Power grid:
Pins as bars on the die edge.
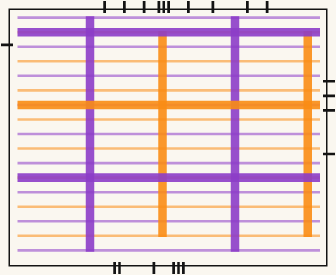
Cells colored by class:
Bar = 20 um.
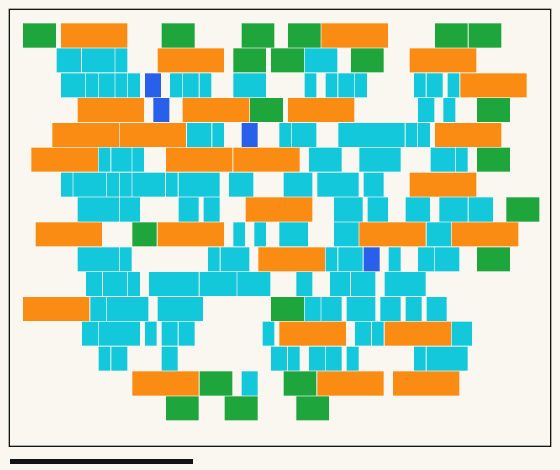
Clock network drawn from the DEF:
Bar = 20 um.
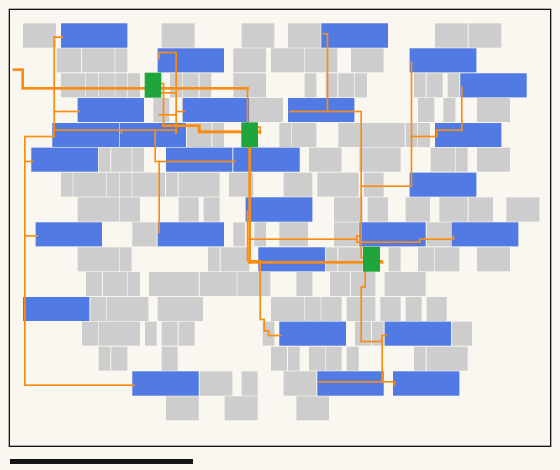
Signal wires by layer:
Only two layers are drawn.
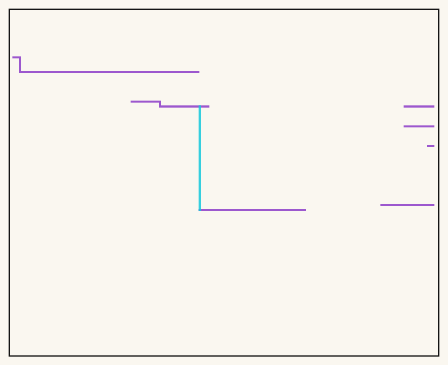
Clock nets:
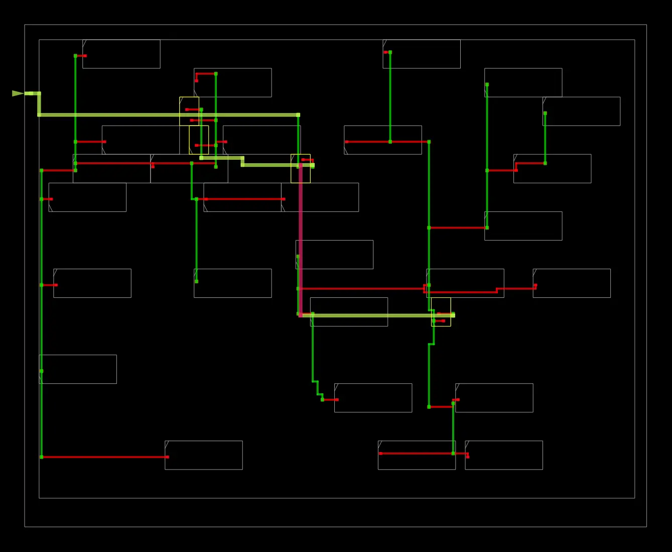
===== config.mk =====
export PLATFORM = sky130hd
export DESIGN_NAME = seq_mult_4x4
export DESIGN_NICKNAME = d
export VERILOG_FILES = /design/src/rtl/seq_mult_4x4_pkg.sv /design/src/rtl/seq_mult_4x4_adder.sv /design/src/rtl/seq_mult_4x4.sv
export SDC_FILE = /design/constraint.sdc
export NUM_CORES = 1
export LEC_CHECK = 0
export CORE_ASPECT_RATIO = 0.8
export CORE_UTILIZATION = 50
export CTS_BUF_LIST = sky130_fd_sc_hd__clkbuf_2
export DETAILED_ROUTE_END_ITERATION = 10
export GPL_ROUTABILITY_DRIVEN = 0
export HOLD_SLACK_MARGIN = 0.15
export PLACE_DENSITY = 0.74
export SLEW_MARGIN = 10
export SYNTH_ARGS = -nofsm -noshare
export SYNTH_HDL_FRONTEND = slang
export SYNTH_SLANG_ARGS = --single-unit

===== constraint.sdc =====
create_clock -name clk -period 3.3 [get_ports clk]
set_clock_uncertainty 0.05 [all_clocks]
set_input_delay 0.495 -clock clk [delete_from_list [all_inputs] [get_ports clk]]
set_output_delay 0.495 -clock clk [all_outputs]
set_load 0.01 [all_outputs]

===== src/rtl/seq_mult_4x4_pkg.sv =====
// Shared types and sizing for the sequential shift-add multiplier.
package seq_mult_4x4_pkg;

    // Default operand width; product is twice this, iteration count equals it
    localparam int unsigned MULT_N = 4;

    // Controller states
    typedef enum logic [1:0] {
        ST_IDLE = 2'd0,
        ST_LOAD = 2'd1,
        ST_CALC = 2'd2,
        ST_DONE = 2'd3
    } mult_state_e;

    // Iteration counter width: one spare bit above what N-1 needs
    function automatic int unsigned cnt_width(input int unsigned n);
        return $clog2(n) + 1;
    endfunction

endpackage


===== src/rtl/seq_mult_4x4_adder.sv =====
// Combinational W-bit adder with carry-out, used for the partial-product add.
module adder_nbit
    import seq_mult_4x4_pkg::*;
#(
    parameter int unsigned W = MULT_N
) (
    input  logic [W-1:0] a_i,
    input  logic [W-1:0] b_i,
    output logic [W-1:0] sum_c_o,
    output logic         cout_c_o
);

    // Zero-extend both operands so the carry lands in the top bit
    assign {cout_c_o, sum_c_o} = {1'b0, a_i} + {1'b0, b_i};

endmodule


===== src/rtl/seq_mult_4x4.sv =====
// Sequential shift-add unsigned multiplier: N x N -> 2N, one partial product per clock.
module seq_mult_4x4
    import seq_mult_4x4_pkg::*;
#(
    parameter int unsigned N = MULT_N
) (
    input  logic           clk,
    input  logic           rst,
    input  logic           start,
    input  logic [N-1:0]   a,
    input  logic [N-1:0]   b,
    output logic           busy,
    output logic           done,
    output logic [2*N-1:0] product
);

    localparam int unsigned CW = cnt_width(N);

    mult_state_e    state_q;
    logic [N-1:0]   m_q;
    logic [N-1:0]   q_q;
    logic [N-1:0]   acc_q;
    logic [CW-1:0]  cnt_q;
    logic           busy_q;
    logic           done_q;
    logic [2*N-1:0] product_q;

    logic [N-1:0]   addend_c;
    logic [N-1:0]   sum_c;
    logic           carry_c;
    logic [N-1:0]   acc_d;
    logic [N-1:0]   q_d;

    // Multiplicand is added only when the current multiplier LSB is set
    always_comb begin
        addend_c = '0;
        if (q_q[0]) begin
            addend_c = m_q;
        end
    end

    adder_nbit #(
        .W(N)
    ) u_adder (
        .a_i     (acc_q),
        .b_i     (addend_c),
        .sum_c_o (sum_c),
        .cout_c_o(carry_c)
    );

    // Shift {carry, sum, Q} right by one; the carry becomes the new ACC MSB
    always_comb begin
        acc_d = {carry_c, sum_c[N-1:1]};
        q_d   = {sum_c[0], q_q[N-1:1]};
    end

    // Controller, shift register, counter and registered outputs
    always_ff @(posedge clk) begin
        if (rst) begin
            state_q   <= ST_IDLE;
            m_q       <= '0;
            q_q       <= '0;
            acc_q     <= '0;
            cnt_q     <= '0;
            busy_q    <= 1'b0;
            done_q    <= 1'b0;
            product_q <= '0;
        end else begin
            done_q <= 1'b0;
            case (state_q)
                ST_IDLE: begin
                    if (start) begin
                        m_q     <= a;
                        q_q     <= b;
                        acc_q   <= '0;
                        cnt_q   <= '0;
                        busy_q  <= 1'b1;
                        state_q <= ST_LOAD;
                    end
                end
                ST_LOAD: begin
                    state_q <= ST_CALC;
                end
                ST_CALC: begin
                    acc_q <= acc_d;
                    q_q   <= q_d;
                    cnt_q <= cnt_q + CW'(1);
                    // Last iteration: publish the product so it is valid alongside done
                    if (cnt_q == CW'(N - 1)) begin
                        product_q <= {acc_d, q_d};
                        done_q    <= 1'b1;
                        state_q   <= ST_DONE;
                    end
                end
                ST_DONE: begin
                    busy_q  <= 1'b0;
                    state_q <= ST_IDLE;
                end
                default: begin
                    state_q <= ST_IDLE;
                end
            endcase
        end
    end

    assign busy    = busy_q;
    assign done    = done_q;
    assign product = product_q;

endmodule


==> job_summary.md <==
### Metrics collected by this job

| Metric | Value |
|---|---|
| Setup TNS | `0 ns` |
| Psw | `301 uW` |
| Syn-to-layout area delta | `17.0%` |
| Final Hold Violation Tally | `0` |
| Initial antenna violation count | `0` |
| Cell class ranked first by area | `logic gates` |
| WL met3 | `68 um` |
| Peak Freq | `0.530 GHz` |
| DRC | `0` |
| GR Util met1 | `26.9%` |
| Inserted Diodes | `0` |
| Mapped Area | `between 0.001 and 0.0015 mm2` |
| Hold Crit Depth | `2` |
| P_comb | `301 uW` |
| Part of the power in registers | `48.6%` |
| CP Launch Point | `q_q[0]` |
| Post-DRT Antenna Nets | `0` |
| I/O pin count | `21` |
| Synth unique cells | `33` |
| Root buffer cell | `clkbuf_2` |
| Hpwl dp | `1.91 mm` |
| Buffers, non-clock | `21` |
| Post-synth EDFFs | `0` |
| Maximum fanout along the worst path | `5` |
| Mapped Avg Cell Area | `around 9 um2` |
| YS chip area | `0.00130 mm2` |
| Clk slew on worst S/H paths | `0.25 ns` |
| AND/OR/NAND/NOR Cells, Area Fraction | `20.1%` |
| Cell Int Power | `537 uW` |
| Layout cells sized above 1 | `4.97%` |
| # Cells Yosys | `about 140` |
| Taps Inserted | `36` |
| Crit path DAT | `2.16 ns` |
| Comb_multi_in | `103` |
| Flop share of the area | `35.4%` |
| Hold Buf Count CTS | `0` |
| Hold Path Class | `flip-flop to flip-flop` |
| Met2 Use GR | `29.5%` |
| Initial DRC Count | `25` |
| RSZ-0062 raised after global routing | `false` |
| Inverters | `6` |
| Post-layout nets | `183` |
| Seq pwr | `407 uW` |
| Leakage power | `0.000593 uW` |
| Synth Flop Type | `dfxtp_1` |
| Yosys adder share | `10.2%` |
| XOR/XNOR Fraction of Synth Area | `0.672%` |
| Commonest cells post-synth | `dfxtp_1 (27), nand2_1 (18), a21oi_1 (14)` |
| Main power group | `registers` |
| WP data required | `3.57 ns` |
| Yosys reg bits | `27` |
| Clock H-tree levels | `1` |
| WL met2 | `1.17 mm` |
| Worst Hold End | `m_q[3]` |
| Worst r2r src | `q_q[0]` |
| Rel. slew slack | `56.5%` |
| CP endpoint | `acc_q[1]` |
| Commonest Layout Cell | `dfxtp_1` |
| Sw Share | `35.9%` |
| CTS tree | `built` |
| Vias in the first global route | `844` |
| Storage element area | `541 um2` |
| Via-to-Cell Ratio | `5.31` |
| Clock Path Buffers | `2` |
| Worst slack at placement | `around 1.3 ns` |
| Final setup fails | `0` |
| Outcome | `complete, no violations` |
| Main logic family | `simple AND/OR/NAND/NOR gates` |
| CP startpoint kind | `flip-flop` |
| Syn Nets | `164` |
| DR pass1 iterations | `4` |
| DR top layer | `met4` |
| Flop-to-flop setup slack | `1.41 ns` |
| Synth top area share | `between 40% and 50%` |
| Area leader, netlist | `dfxtp_1` |
| Post-Route M1 WL | `approximately 1.2 mm` |
| Register area share after synthesis | `between 40% and 50%` |
| Top cells by area | `dfxtp_1 (41%), ha_1 (8.6%), a21oi_1 (5.4%)` |
| Met3 Resource Use GR | `4.86%` |
| Number of port buffers | `20` |
| Fin crit period | `1.89 ns` |
| Post-CTS Setup Bufs | `0` |
| Ys Warns | `0` |
About 'power grid':
[VDD] orange
[VSS] purple
met4 straps: 4
met5 straps: 3
core outline area: 0.00246 mm2
Die Span X: 59.1 um

About 'cells colored by class':
[clock drivers and dummy loads] blue | cells: 4 | share of their area: 1.4%
[combinational and other logic] cyan | cells: 109 | share of their area: 48%
[sequential cells] orange | cells: 27 | share of their area: 37%
[remaining buffers and delay cells] green | cells: 21 | share of their area: 14%
row count: 16
Finished Cell Area: 0.00153 mm2

About 'clock network drawn from the DEF':
[flip-flops] blue | count: 27
[clock wires] orange | length: 324 um
[clock drivers] green | count: 3
flops lie: widely spread
clk_lat worst skew: 0.38 ns
share of total power in the clock network: 15.5%
Clock group: 129 uW

About 'signal wires by layer':
[metal 3] purple | wire length: 69.0 um
[metal 4] cyan | wire length: 14.3 um
vias: 1046
GRT Total Usage: 19.3%
routed wire length per instance: 12.5 um
final WL: 2.47 mm

About 'clock nets':
clock buffers: 4
registers: 27
CTS Buf Count: 3

-- worst max-delay path, stage by stage, from the launching register on --
cell and delay [ns]:
dfxtp_1 0.40, and2_1 0.16, ha_1 0.20, fa_1 0.45, xnor2_1 0.18, o32a_1 0.34, nor2_1 0.07
-- through the flow --
stage | cells | util (%) | cell area, um2 | hold WS [ns] | total power, uW
final | 197 | 61.9 | 1530 | 0.424 | 838
after global routing | 197 | 61.9 | 1530 | 0.442 | 895
after detailed placement | 193 | 61.1 | 1510 | 0.398 | 716
after global placement | 193 | 61.1 | 1510 | 0.394 | 701
after floorplan | 143 | - | 1300 | 0.382 | 663
after CTS | 197 | 61.9 | 1530 | 0.425 | 843
-- state kept, by name, indices dropped and copies added (netlist names) --
name,cells
cnt_q,3
product,8
m_q,4
busy,1
state_q,2
done,1
acc_q,4
q_q,4
Power figures rest on the tool's default switching activity, not on a simulated workload.
